### config.mk
export PLATFORM = sky130hd
export DESIGN_NAME = linebuf_fetch_ctl_flat
export DESIGN_NICKNAME = d
export VERILOG_FILES = /design/src/rtl/linebuf_fetch_ctl_if.sv /design/src/rtl/linebuf_fetch_ctl.sv /design/src/flat_wrapper.sv
export SDC_FILE = /design/constraint.sdc
export NUM_CORES = 1
export LEC_CHECK = 0
export CAP_MARGIN = 25
export CORE_ASPECT_RATIO = 1.5
export CORE_MARGIN = 5
export CORE_UTILIZATION = 52
export DETAILED_ROUTE_END_ITERATION = 8
export PLACE_DENSITY_LB_ADDON = 0.08
export SLEW_MARGIN = 20
export SYNTH_ARGS = -nofsm -noshare
export SYNTH_HDL_FRONTEND = slang
export SYNTH_SLANG_ARGS = --single-unit
### constraint.sdc
create_clock -name dotclk_i -period 5.85 [get_ports dotclk_i]
set_input_delay 1.17 -clock dotclk_i [delete_from_list [all_inputs] [get_ports dotclk_i]]
set_output_delay 1.17 -clock dotclk_i [all_outputs]
set_load 0.03 [all_outputs]
### src/rtl/linebuf_fetch_ctl_if.sv
// linebuf_fetch_ctl_if: line control, video memory read and line buffer write signals
// master: the fetch controller (drives mem_req/adr, lb_* writes, bank/busy/underrun)
// slave:  the surrounding system (line timing, memory arbiter, line buffer)
interface linebuf_fetch_ctl_if #(parameter int AW = 9, parameter int MEM_AW = 20);
  logic hsync_start_i;
  logic vblank_i;
  logic line_start_i;
  logic [MEM_AW-1:0] line_base_i;
  logic [AW-1:0] words_i;
  logic mem_req_o;
  logic [MEM_AW-1:0] mem_adr_o;
  logic mem_ack_i;
  logic [15:0] mem_dat_i;
  logic lb_we_o;
  logic [AW:0] lb_wadr_o;
  logic [15:0] lb_wdat_o;
  logic bank_o;
  logic busy_o;
  logic underrun_o;
  modport master (
    input hsync_start_i, vblank_i, line_start_i, line_base_i, words_i, mem_ack_i, mem_dat_i,
    output mem_req_o, mem_adr_o, lb_we_o, lb_wadr_o, lb_wdat_o, bank_o, busy_o, underrun_o
  );
  modport slave (
    output hsync_start_i, vblank_i, line_start_i, line_base_i, words_i, mem_ack_i, mem_dat_i,
    input mem_req_o, mem_adr_o, lb_we_o, lb_wadr_o, lb_wdat_o, bank_o, busy_o, underrun_o
  );
endinterface

### src/rtl/linebuf_fetch_ctl.sv
// linebuf_fetch_ctl: fetches one scanline from video memory into the back bank of a double-buffered line buffer
// dotclk_i/rst_i: dot clock and asynchronous active-high reset
// bus (master): hsync/vblank/line_start timing, line_base/words, mem req/adr/ack/dat,
//               lb we/wadr/wdat, front bank, busy and underrun pulse
module linebuf_fetch_ctl #(parameter int AW = 9, parameter int MEM_AW = 20) (
  input logic dotclk_i,
  input logic rst_i,
  linebuf_fetch_ctl_if.master bus
);
  typedef enum logic [1:0] {IDLE, FETCH, READY} state_t;
  state_t r_state;
  logic r_req;
  logic r_we;
  logic r_bank;
  logic r_busy;
  logic r_under;
  logic [MEM_AW-1:0] r_adr;
  logic [AW:0] r_wadr;
  logic [15:0] r_wdat;
  logic [AW-1:0] r_cnt;
  logic [AW-1:0] r_idx;
  logic w_start;
  logic w_last;
  assign w_start = bus.hsync_start_i & ~bus.vblank_i & (bus.words_i != '0);
  assign w_last = r_idx == r_cnt - AW'(1);
  always_ff @(posedge dotclk_i or posedge rst_i) begin
    if (rst_i) begin
      r_state <= IDLE;
      r_req <= 1'b0;
      r_we <= 1'b0;
      r_bank <= 1'b0;
      r_busy <= 1'b0;
      r_under <= 1'b0;
      r_adr <= '0;
      r_wadr <= '0;
      r_wdat <= '0;
      r_cnt <= '0;
      r_idx <= '0;
    end else begin
      r_we <= 1'b0;
      r_under <= 1'b0;
      case (r_state)
        IDLE: if (w_start) begin
          r_cnt <= bus.words_i;
          r_idx <= '0;
          r_adr <= bus.line_base_i;
          r_req <= 1'b1;
          r_busy <= 1'b1;
          r_state <= FETCH;
        end
        FETCH: begin
          // every accepted word is written, even one arriving with an abort
          if (bus.mem_ack_i) begin
            r_we <= 1'b1;
            r_wadr <= {~r_bank, r_idx};
            r_wdat <= bus.mem_dat_i;
            r_idx <= r_idx + AW'(1);
            r_adr <= r_adr + MEM_AW'(1);
          end
          if (bus.mem_ack_i && w_last) begin
            r_req <= 1'b0;
            r_busy <= 1'b0;
            r_bank <= r_bank ^ bus.line_start_i;
            r_state <= bus.line_start_i ? IDLE : READY;
          end else if (bus.line_start_i) begin
            // display caught up with an unfinished line: keep showing the old bank
            r_req <= 1'b0;
            r_busy <= 1'b0;
            r_under <= 1'b1;
            r_state <= IDLE;
          end
        end
        READY: if (bus.line_start_i) begin
          r_bank <= ~r_bank;
          r_state <= IDLE;
        end
        default: r_state <= IDLE;
      endcase
    end
  end
  assign bus.mem_req_o = r_req;
  assign bus.mem_adr_o = r_adr;
  assign bus.lb_we_o = r_we;
  assign bus.lb_wadr_o = r_wadr;
  assign bus.lb_wdat_o = r_wdat;
  assign bus.bank_o = r_bank;
  assign bus.busy_o = r_busy;
  assign bus.underrun_o = r_under;
endmodule

### src/flat_wrapper.sv
// flat-port wrapper written by rule: the top's interface ports become plain ports
module linebuf_fetch_ctl_flat 
#(parameter int AW = 9, parameter int MEM_AW = 20)
  (dotclk_i, rst_i, bus_hsync_start_i, bus_vblank_i, bus_line_start_i, bus_line_base_i, bus_words_i, bus_mem_ack_i, bus_mem_dat_i, bus_mem_req_o, bus_mem_adr_o, bus_lb_we_o, bus_lb_wadr_o, bus_lb_wdat_o, bus_bank_o, bus_busy_o, bus_underrun_o);
  linebuf_fetch_ctl_if #(.AW(AW), .MEM_AW(MEM_AW)) bus_i ();
  input logic dotclk_i;
  input logic rst_i;
  input wire logic [$bits(bus_i.hsync_start_i)-1:0] bus_hsync_start_i;
  input wire logic [$bits(bus_i.vblank_i)-1:0] bus_vblank_i;
  input wire logic [$bits(bus_i.line_start_i)-1:0] bus_line_start_i;
  input wire logic [$bits(bus_i.line_base_i)-1:0] bus_line_base_i;
  input wire logic [$bits(bus_i.words_i)-1:0] bus_words_i;
  input wire logic [$bits(bus_i.mem_ack_i)-1:0] bus_mem_ack_i;
  input wire logic [$bits(bus_i.mem_dat_i)-1:0] bus_mem_dat_i;
  output wire logic [$bits(bus_i.mem_req_o)-1:0] bus_mem_req_o;
  output wire logic [$bits(bus_i.mem_adr_o)-1:0] bus_mem_adr_o;
  output wire logic [$bits(bus_i.lb_we_o)-1:0] bus_lb_we_o;
  output wire logic [$bits(bus_i.lb_wadr_o)-1:0] bus_lb_wadr_o;
  output wire logic [$bits(bus_i.lb_wdat_o)-1:0] bus_lb_wdat_o;
  output wire logic [$bits(bus_i.bank_o)-1:0] bus_bank_o;
  output wire logic [$bits(bus_i.busy_o)-1:0] bus_busy_o;
  output wire logic [$bits(bus_i.underrun_o)-1:0] bus_underrun_o;
  assign bus_i.hsync_start_i = bus_hsync_start_i;
  assign bus_i.vblank_i = bus_vblank_i;
  assign bus_i.line_start_i = bus_line_start_i;
  assign bus_i.line_base_i = bus_line_base_i;
  assign bus_i.words_i = bus_words_i;
  assign bus_i.mem_ack_i = bus_mem_ack_i;
  assign bus_i.mem_dat_i = bus_mem_dat_i;
  assign bus_mem_req_o = bus_i.mem_req_o;
  assign bus_mem_adr_o = bus_i.mem_adr_o;
  assign bus_lb_we_o = bus_i.lb_we_o;
  assign bus_lb_wadr_o = bus_i.lb_wadr_o;
  assign bus_lb_wdat_o = bus_i.lb_wdat_o;
  assign bus_bank_o = bus_i.bank_o;
  assign bus_busy_o = bus_i.busy_o;
  assign bus_underrun_o = bus_i.underrun_o;
  linebuf_fetch_ctl #(.AW(AW), .MEM_AW(MEM_AW)) u_core (.dotclk_i(dotclk_i), .rst_i(rst_i), .bus(bus_i));
endmodule
==> impl_metrics.py <==
# Auto-generated metrics
metrics = {
    "status": {
        "status": "finished clean",
    },
    "detailed_routing": {
        "wl_um": 9270,
        "dr_total_vias": 3141,
        "vias_per_cell": 5.78,
        "drc": 0,
        "dr.pass1.iters": 4,
        "wire_per_inst_um": 17.1,
        "drt_iter0_drc": 156,
        "ant_nets": 0,
    },
    "worst_setup_path": {
        "crit_type": "input port to flop",
        "cp.required_ps": 6100,
        "worstSetupEndpointType": "flop",
        "worstPathArrival_ps": 3270,
        "cp_slowest_cell": "a21oi_2",
        "path_max_fanout": 18,
        "r2r_slack_ps": 3520,
        "worstPathCellList": "clkdlybuf4s50_1 > nor3_1 > a311o_1 > a21oi_2 > o21ai_1 > nor2b_1 > a311oi_1",
        "max_stage_delay_ps": 650,
        "start_kind": "input port",
    },
    "clock_network": {
        "clock-sinks": 70,
        "cts_root_buf": "clkbuf_8",
        "cts_resized": 0,
        "cts_hold_buf": 0,
        "numCtsBuffers": 9,
        "tritoncts": "yes",
        "htreeDepth": 3,
        "cts_setup_buffers": 0,
        "clk-insertion-delay-late_ps": 350,
        "clock_path_buffers": 2,
    },
    "layout": {
        "largest_register_ffs": 20,
        "layout_top_cells": "clkdlybuf4s50_1, dfrtp_1, nand2_1, a21oi_1",
        "drive_above_1_share_pct": 13.8,
        "stdcell_area_um2": 4970,
        "n_antenna_cell": 0,
        "fillers": 515,
        "finalNonFillerCells": 543,
        "final_layout_top_logic_cell": "clkdlybuf4s50_1",
        "area_growth_syn_to_layout_pct": 33.8,
    },
    "placed_design": {
        "placed_cells_incl_taps": 527,
        "place_area_um2": 4740,
        "dp_hpwl_um": 6880,
        "routabilityCongestion": 0.811,
        "numPortBuffers": 101,
    },
    "final_timing": {
        "worstMarginPinSlew_ps": 904,
        "fmax_mhz": 331,
        "fin_setup_tns_ps": 0,
        "layout_setup_ws_ps": 2830,
        "rsz0062_at_grt": "no",
        "slew_headroom_pct": 39.2,
        "slew_violations": 0,
        "finalCritPeriodShare_pct": 51.6,
        "hold_viol_final": 0,
        "fin_skew_ps": 12.0,
        "setup_viol": 0,
    },
    "logic_synthesis": {
        "synthDistinctLibCells": 62,
        "syn_nets": 422,
        "synthAoiAreaFrac_pct": 16.6,
        "synthesis.area_um2": 3710,
        "ys_cells": 368,
        "ys.flops": 70,
        "ys_sh_mux_pct": 9.36,
        "largest_area_cell": "dfrtp_1",
        "synthCells": 368,
        "synth-area-yosys_um2": 3710,
        "syn_area_per_cell_um2": 10.1,
        "logic_family": "simple AND/OR/NAND/NOR gates",
        "synth_seq_share_pct": 47.2,
        "synth-xor-area-share_pct": 5.25,
        "synth_top_cell_by_count": "dfrtp_1",
        "yosys_warnings": 0,
        "edf_count": 0,
        "top_cell_area_share_pct": 47.2,
        "yosys_most_used_dff": "dfrtp_1",
        "ys_top_cells_by_count": "dfrtp_1, nand2_1, a21oi_1, mux2_2, nor2_1",
        "ys_sh_simple_pct": 16.7,
        "ys_async_sr_fraction_pct": 100,
    },
    "global_route": {
        "overflow": 0,
        "use_met3_pct": 5.77,
        "grt_pass1_wl_um": 15700,
        "grt_max_degree": 43,
        "first_global_vias": 3415,
        "use_met1_pct": 24.9,
    },
    "power": {
        "ir_drop_v": 0.000262,
        "powerDensity_nw_per_um2": 380,
        "power.leakage_nw": 2.02,
    },
    "die": {
        "io_pins": 102,
        "fp-utilization_pct": 53.9,
        "row_count": 37,
        "die_w_um": 79.0,
        "dieHeight_um": 114,
        "coreArea_um2": 6900,
    },
    "flow_run": {
        "maxCapViolCount": 0,
        "warnings": 26,
    },
}
[per-stage QoR]
| stage | hold slack [ps] | total power [mW] |
|---|---|---|
| finish | 480 | 1.89 |
| detailed placement | 469 | 1.45 |
| global placement | 464 | 1.43 |
| CTS | 488 | 1.91 |
| global route | 525 | 1.99 |
| floorplan | 533 | 1.15 |
[routing by layer]
metal  vias up  routed length [µm]
met5         -                   0
met4         0                 257
met3        21                 504
met2        92                4910
met1      1520                3600
li1       1508                   -
[report_power, final]
group | internal (mW) | leakage, nW | switching, mW | total [mW]
registers | 0.589 | 0.859 | 0.127 | 0.716
clock network | 0.247 | 0.112 | 0.202 | 0.449
logic | 0.325 | 1.05 | 0.397 | 0.722
total | 1.16 | 2.02 | 0.726 | 1.89
[cell type report]
cell class                      instances  area, µm²  area share [%]
Sequential cell                        70       1750            35.2
Timing Repair Buffer                  105       1040            20.9
Inverter                                7       26.3           0.528
Tap cell                               78       97.6            1.96
Multi-Input combinational cell        267       1830            36.7
Clock buffer                            9        124            2.49
Clock inverter                          7        105            2.11
[worst paths after layout]
| check | start | to | depth (start not counted) |
|---|---|---|---|
| min reg2reg | u_core.bus.lb_wadr_o[9] | u_core.bus.lb_wadr_o[9] | 2 |
| min in group asynchronous | rst_i | u_core.bus.lb_wdat_o[12] | 2 |
| min | u_core.bus.lb_wadr_o[9] | u_core.bus.lb_wadr_o[9] | 2 |
| max in group asynchronous | rst_i | u_core.r_state[1] | 3 |
| max reg2reg | u_core.r_cnt[0] | u_core.r_state[0] | 8 |
| max | bus_words_i[1] | u_core.bus.mem_adr_o[18] | 7 |
[worst max-delay path: cells and delay by family]
family	cells	cell delay, ps
buffers and inverters	1	490
AND/OR/NAND/NOR	2	240
AND-OR/OR-AND	4	1360
Figure 1. Where the registers sit.
(4 px per µm) Other sequential cells in the stronger grey, the rest of the logic in the fainter grey.
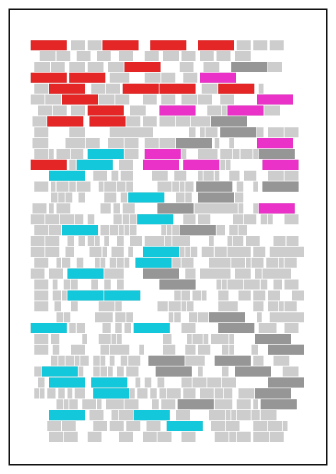
u_core.bus.lb_wadr_o -> magenta  # sequential cells 10
u_core.bus.mem_adr_o -> cyan  # sequential cells 20
u_core.bus.lb_wdat_o -> red  # sequential cells 16
not coloured = 24

Figure 2. Logic cells by family.
(2 px per µm)
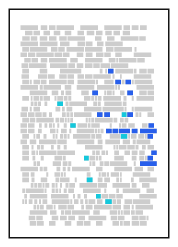
XOR/XNOR gates -> blue  # cells 18, where east
AND-OR and OR-AND gates -> cyan  # cells 8

Figure 3. Zoomed window.
Region (47, 73) to (72, 98) µm. Cells in grey, sequential cells in the stronger grey; small squares are vias.
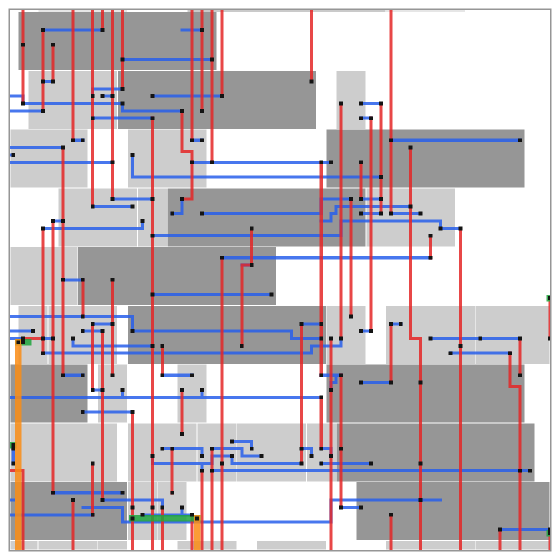
met3 -> green
met1 -> blue
met2 -> red
met4 -> orange
most frequent = dfrtp_1 (10), nor2_1 (4), clkdlybuf4s50_1 (4)
cells with their middle in the window = 32
sequential cells in the window = 10
netlist names of flops here include = u_core.bus.lb_wadr_o (6), u_core.r_idx (3)

Figure 4. Signal wires on met1.
(2 px per µm)
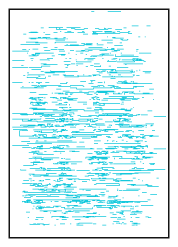
share of all routed wire = 39%
longest straight run = 33.1 µm

Figure 5. Routing congestion.
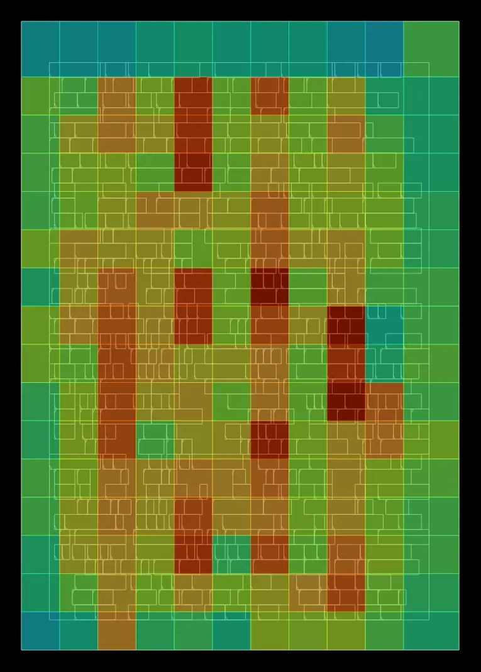
Post-Route Utilization: 72.1%
M2 GR Usage: 38.8%
Most Crowded Layer GR: met2

Power and IR drop assume default switching activity.
